File: config.mk
export PLATFORM = sky130hd
export DESIGN_NAME = dbuf_swap_ctrl_flat
export DESIGN_NICKNAME = d
export VERILOG_FILES = /design/src/rtl/dbuf_swap_if.sv /design/src/rtl/dbuf_swap_ctrl.sv /design/src/flat_wrapper.sv
export SDC_FILE = /design/constraint.sdc
export NUM_CORES = 1
export LEC_CHECK = 0
export CAP_MARGIN = 20
export CORE_MARGIN = 2
export CORE_UTILIZATION = 43
export DETAILED_ROUTE_END_ITERATION = 8
export PLACE_DENSITY = 0.85
export SETUP_SLACK_MARGIN = 0.2
export SYNTH_ARGS = -nofsm -noshare
export SYNTH_HDL_FRONTEND = slang
export SYNTH_SLANG_ARGS = --single-unit
File: constraint.sdc
create_clock -name clk -period 1.4 [get_ports clk]
set_input_delay 0.14 -clock clk [delete_from_list [all_inputs] [get_ports clk]]
set_output_delay 0.14 -clock clk [all_outputs]
set_load 0.05 [all_outputs]
File: src/rtl/dbuf_swap_if.sv
// Handshake/status bundle between the double-buffer controller, timing generator,
// scanout loader and drawing engine. drop_count exists only with DBUF_DROP_COUNT_EN.
interface dbuf_swap_if #(parameter int LINE_W = 10);
  logic              frame_start;
  logic              line_req;
  logic              draw_req;
  logic              draw_done;
  logic              draw_grant;
  logic              front_sel;
  logic [LINE_W-1:0] hline_sel;
  logic              line_load;
  logic [7:0]        swap_count;
`ifdef DBUF_DROP_COUNT_EN
  logic [7:0]        drop_count;

  modport slave (
    input  frame_start, line_req, draw_req, draw_done,
    output draw_grant, front_sel, hline_sel, line_load, swap_count, drop_count
  );
  modport master (
    output frame_start, line_req, draw_req, draw_done,
    input  draw_grant, front_sel, hline_sel, line_load, swap_count, drop_count
  );
`else
  modport slave (
    input  frame_start, line_req, draw_req, draw_done,
    output draw_grant, front_sel, hline_sel, line_load, swap_count
  );
  modport master (
    output frame_start, line_req, draw_req, draw_done,
    input  draw_grant, front_sel, hline_sel, line_load, swap_count
  );
`endif
endinterface

File: src/rtl/dbuf_swap_ctrl.sv
// Front/back buffer swap controller with scanout line sequencer.
// Optional repeated-frame counter enabled by defining DBUF_DROP_COUNT_EN.
module dbuf_swap_ctrl #(
  parameter int HEIGHT = 480,
  parameter int LINE_W = 10
) (
  input  logic        clk,
  input  logic        reset,
  dbuf_swap_if.slave  bus
);

  typedef enum logic [1:0] {IDLE, DRAW, READY, SWAP} state_e;

  localparam logic [LINE_W-1:0] LAST_LINE = LINE_W'(HEIGHT - 1);

  state_e            state_q, state_d;
  logic              grant_q;
  logic              front_q;
  logic [7:0]        swap_cnt_q;
  logic [LINE_W-1:0] hline_q, hline_d;
  logic              load_q, load_d;

  always_comb begin
    state_d = state_q;
    unique case (state_q)
      IDLE:    if (bus.draw_req)    state_d = DRAW;
      DRAW:    if (bus.draw_done)   state_d = READY;
      READY:   if (bus.frame_start) state_d = SWAP;
      SWAP:                         state_d = IDLE;
      default:                      state_d = IDLE;
    endcase
  end

  // Index advances the cycle after its strobe, so the loader sees a stable index.
  always_comb begin
    hline_d = hline_q;
    load_d  = 1'b0;
    if (bus.frame_start) begin
      hline_d = '0;
    end else begin
      if (load_q) hline_d = (hline_q == LAST_LINE) ? '0 : hline_q + 1'b1;
      load_d = bus.line_req;
    end
  end

  always_ff @(posedge clk) begin
    if (reset) begin
      state_q    <= IDLE;
      grant_q    <= 1'b0;
      front_q    <= 1'b0;
      swap_cnt_q <= '0;
      hline_q    <= '0;
      load_q     <= 1'b0;
    end else begin
      state_q <= state_d;
      grant_q <= (state_d == DRAW);
      hline_q <= hline_d;
      load_q  <= load_d;
      if (state_q == SWAP) begin
        front_q    <= ~front_q;
        swap_cnt_q <= swap_cnt_q + 8'd1;
      end
    end
  end

`ifdef DBUF_DROP_COUNT_EN
  logic [7:0] drop_q;

  // A frame_start before the back buffer is ready means the front frame repeats.
  always_ff @(posedge clk) begin
    if (reset) begin
      drop_q <= '0;
    end else if (bus.frame_start && (state_q == IDLE || state_q == DRAW) && drop_q != 8'hFF) begin
      drop_q <= drop_q + 8'd1;
    end
  end

  assign bus.drop_count = drop_q;
`endif

  assign bus.draw_grant = grant_q;
  assign bus.front_sel  = front_q;
  assign bus.swap_count = swap_cnt_q;
  assign bus.hline_sel  = hline_q;
  assign bus.line_load  = load_q;

endmodule
File: src/flat_wrapper.sv
// flat-port wrapper written by rule: the top's interface ports become plain ports
module dbuf_swap_ctrl_flat 
#(
  parameter int HEIGHT = 480,
  parameter int LINE_W = 10
)
  (clk, reset, bus_frame_start, bus_line_req, bus_draw_req, bus_draw_done, bus_draw_grant, bus_front_sel, bus_hline_sel, bus_line_load, bus_swap_count);
  dbuf_swap_if #(.LINE_W(LINE_W)) bus_i ();
  input  logic clk;
  input  logic reset;
  input wire logic [$bits(bus_i.frame_start)-1:0] bus_frame_start;
  input wire logic [$bits(bus_i.line_req)-1:0] bus_line_req;
  input wire logic [$bits(bus_i.draw_req)-1:0] bus_draw_req;
  input wire logic [$bits(bus_i.draw_done)-1:0] bus_draw_done;
  output wire logic [$bits(bus_i.draw_grant)-1:0] bus_draw_grant;
  output wire logic [$bits(bus_i.front_sel)-1:0] bus_front_sel;
  output wire logic [$bits(bus_i.hline_sel)-1:0] bus_hline_sel;
  output wire logic [$bits(bus_i.line_load)-1:0] bus_line_load;
  output wire logic [$bits(bus_i.swap_count)-1:0] bus_swap_count;
  assign bus_i.frame_start = bus_frame_start;
  assign bus_i.line_req = bus_line_req;
  assign bus_i.draw_req = bus_draw_req;
  assign bus_i.draw_done = bus_draw_done;
  assign bus_draw_grant = bus_i.draw_grant;
  assign bus_front_sel = bus_i.front_sel;
  assign bus_hline_sel = bus_i.hline_sel;
  assign bus_line_load = bus_i.line_load;
  assign bus_swap_count = bus_i.swap_count;
  dbuf_swap_ctrl #(.HEIGHT(HEIGHT), .LINE_W(LINE_W)) u_core (.clk(clk), .reset(reset), .bus(bus_i));
endmodule
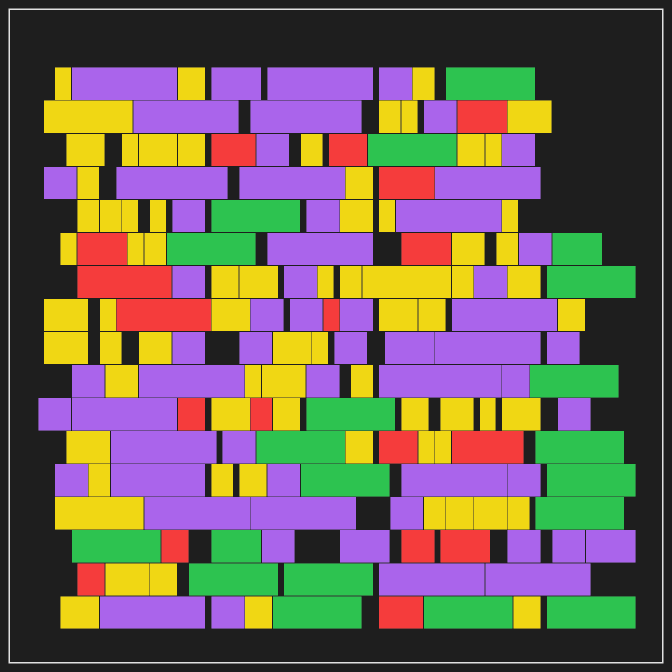
Fig. 1. Sizing map.
size	colour	cells	share
drive 2	red	18	11%
drive 3 to 4	purple	58	34%
drive 1 or less	yellow	73	43%
drive 6 and up	green	20	12%
Final Instance Area: 1910 um^2
post-layout worst setup margin: 15.4 ps
post-synthesis to final-layout area growth: 79.7%
non-clock buffer total of the final layout: 53

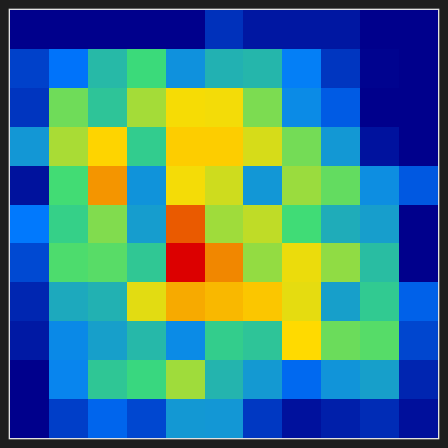
Fig. 2. Wiring heat map.
The die is cut into 11 by 11 equal tiles; dark blue is low, red is high, scaled to the fullest tile. Values are wire area over tile area, all layers added.
nearly empty tiles	13%
fullest tile	0.58
mean over tiles	0.21
tiles over half the peak	31%
drt wl/cell: 19.0 um
global-route total usage across every layer: 0.258
DR vias: 1143
final wirelength: 3.74 mm

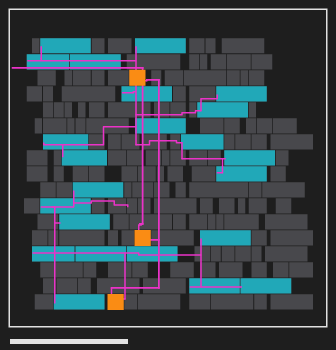
Fig. 3. Clock network drawn from the DEF.
Scale bar: 20 um.
[clock wires] magenta | length: 296 um
[cells driving clock nets] orange | count: 3
[flip-flops] cyan | count: 23
routed clock nets	4
Clk power: 0.318 mW
final clock skew: 9.93 ps
worst skew pair latency: 330 ps
proportion of power drawn by the clock network: 0.287

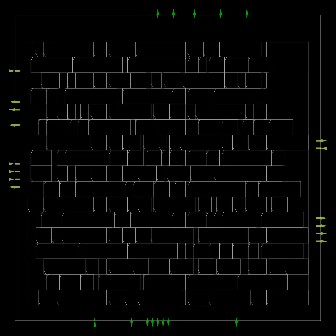
Fig. 4. Cell placement.
flop count: 23
Tap Count: 28
# rows: 17
fraction of area in registers: 0.278

==> datasheet_impl.txt <==
Characteristics after synthesis and place and route

Parameter                              Value

Run status
  Run status    finished, final reports clean

Finish
  Most numerous logic cells after layout    sky130_fd_sc_hd__buf_4, sky130_fd_sc_hd__buf_12, sky130_fd_sc_hd__dfxtp_4
  Fraction of layout cells with a size suffix above 1    0.568
  Fill cell total of the finished layout    roughly 120
  Final-layout clock buffer total    3
  Number of flip-flops under the largest register name    10
  Number of inserted diodes    0
  Final core utilization    0.838
  Reg area    ~530 um^2
  Post-layout instance count excluding filler cells    197
  Most used logic cell in the final layout    sky130_fd_sc_hd__buf_4
  Combinational cell area excluding buffers and inverters    649 um^2
  Fraction of area in multi-input gates    0.341
  Total number of nets in the final design    178
  Invs w/o clock    5

Route
  Avg Vias per Cell    5.80
  Uppermost layer routed    met4
  WL met1    1.51 mm
  Routed met3 length    about 220 um
  Drc violations    0
  Iteration tally of the first detailed-router pass    4
  Violation tally from detailed-route iteration zero    around 45
  Met2 WL post-DR    between 1.5 and 2 mm
  Residual antenna-violating net count after detailed routing    0

Worst setup path
  Critical-path cell list    ha_4 > inv_4 > o41ai_4 > buf_6 > a21oi_1
  Crit Reg-Reg Startpoint    u_core.bus.hline_sel[0]
  Reg2reg end    u_core.bus.hline_sel[5]
  Kind of capture point of the worst setup path    register
  CP Data Arrival Time    1590 ps
  Startpoint type of the worst setup path    register
  Start-to-end type of the worst setup path    register to register
  Number of buffers and inverters on the critical path    2
  Family of cells with the greatest summed delay on the critical path    flip-flops
  Reg2Reg Setup Slack    about 15 ps
  Start point of the critical path    u_core.bus.hline_sel[0]
  Largest fanout on the critical path    5
  Worst reg2reg path depth    5
  Required time of the critical path    around 1600 ps
  Stages on worst setup path    5
  Longest individual stage delay on the worst path    approximately 430 ps
  CP endpoint    u_core.bus.hline_sel[5]

GRT
  Met2 Resource Use GR    0.433
  Met3 capacity usage during global routing    0.0611
  Wire length of the first global-routing pass    around 5.1 mm
  Met1 Resource Use GR    0.284
  Maximum number of pins on one net before global-route repair    14
  Number of antenna violations at the first check in global routing    0
  Grt peak-use layer    met2
  Via count of the first global-routing pass    approximately 1100

Power
  Cell internal power dissipation    just over 0.8 mW
  Peak supply drop    673 uV
  Standby leakage power    about 0.71 nW
  Reported sequential group power    0.645 mW
  Post-layout power    approximately 1.1 mW
  Power group with the highest consumption    registers
  Combinational power    0.144 mW
  Switching component of the power    a little under 0.3 mW
  Power per cell area    ~580 nW/um^2
  Switching share of power    0.270
  Sequential share of power    0.583

Synthesis
  Simple-Gate Fraction of Synth Area    0.274
  Synth logic family    simple AND/OR/NAND/NOR gates
  Post-synthesis instance total    about 120
  Post-Syn Area    1060 um^2
  Top area cells in the synthesized netlist    sky130_fd_sc_hd__dfxtp_1, sky130_fd_sc_hd__nand4_1, sky130_fd_sc_hd__xor2_1, sky130_fd_sc_hd__nor2_1, sky130_fd_sc_hd__a21oi_1
  Total nets after synthesis    about 130
  Seq/Total Area, Yosys    0.434
  Library cell with the highest instance count after synthesis    sky130_fd_sc_hd__dfxtp_1
  Library cell with the largest summed area after synthesis    sky130_fd_sc_hd__dfxtp_1
  Yosys warns    0
  Mean Syn Cell Area    approximately 9 um^2
  Prevailing post-synth register cell    sky130_fd_sc_hd__dfxtp_1
  XOR/XNOR Area Share    0.0578
  Synth Register Bits    23
  Post-synth top area share    0.434
  Mux cell area share    0.0413
  Number of synthesized flops with an enable pin    0
  Adder-cell share of the synthesized area    0.0236
  Number of library cell types mapped by synthesis    36
  Chip area in the Yosys report    about 1100 um^2
  Ao+oa area frac    0.127
  Number of cells in the yosys synthesis report    between 100 and 150

Min path
  Hold Startpoint    bus_line_req
  Worst hold path class    input pin to register
  Hold Crit Depth    2

CTS
  Clock buffers created by TritonCTS    3
  Number of cells upsized or downsized after cts    7
  Number of H-tree levels    1
  Clock-pin slew of the registers on the worst-case setup and hold paths    approximately 120 ps
  Number of sinks driven by the clock tree    23
  Root cell of the clock tree    sky130_fd_sc_hd__clkbuf_4
  Quantity of hold-fixing buffers added after cts    0
  Maximum buffer depth of the clock tree    2
  Clock tree from TritonCTS    built

Floorplan
  Horizontal die dimension    between 50 and 60 um
  Floorplan Core Area    2280 um^2
  Total Die Area    2880 um^2
  Core utilization at floorplan    0.466
  Top-level port count    27
  Die Y-Extent    53.7 um

STA
  Number of failing setup endpoints in the final timing report    0
  Unrepaired setup endpoints after global routing    true
  Fin crit period    1380 ps
  Worst slew pin tran    289 ps
  Pins over their slew limit    0
  Worst max-slew margin expressed relative to the limit    0.805
  Count of endpoints failing hold in the final timing report    0
  Worst hold slack after final layout    approximately 360 ps
  Max Freq    approximately 720 MHz
  Tcrit/Tclk final    0.989

Place
  Count of input and output buffers    26
  Placed wire-length estimate    approximately 2.0 mm
  Number of cells in the design after placement    172
  Cell area after placement    roughly 1600 um^2
  Worst setup slack before clock tree synthesis    between 60 and 70 ps
  Global placer's final weighted congestion    about 0.79

Run
  Number of warnings the tools reported    29
  Max-cap violation count    0
Power and IR drop assume default switching activity.
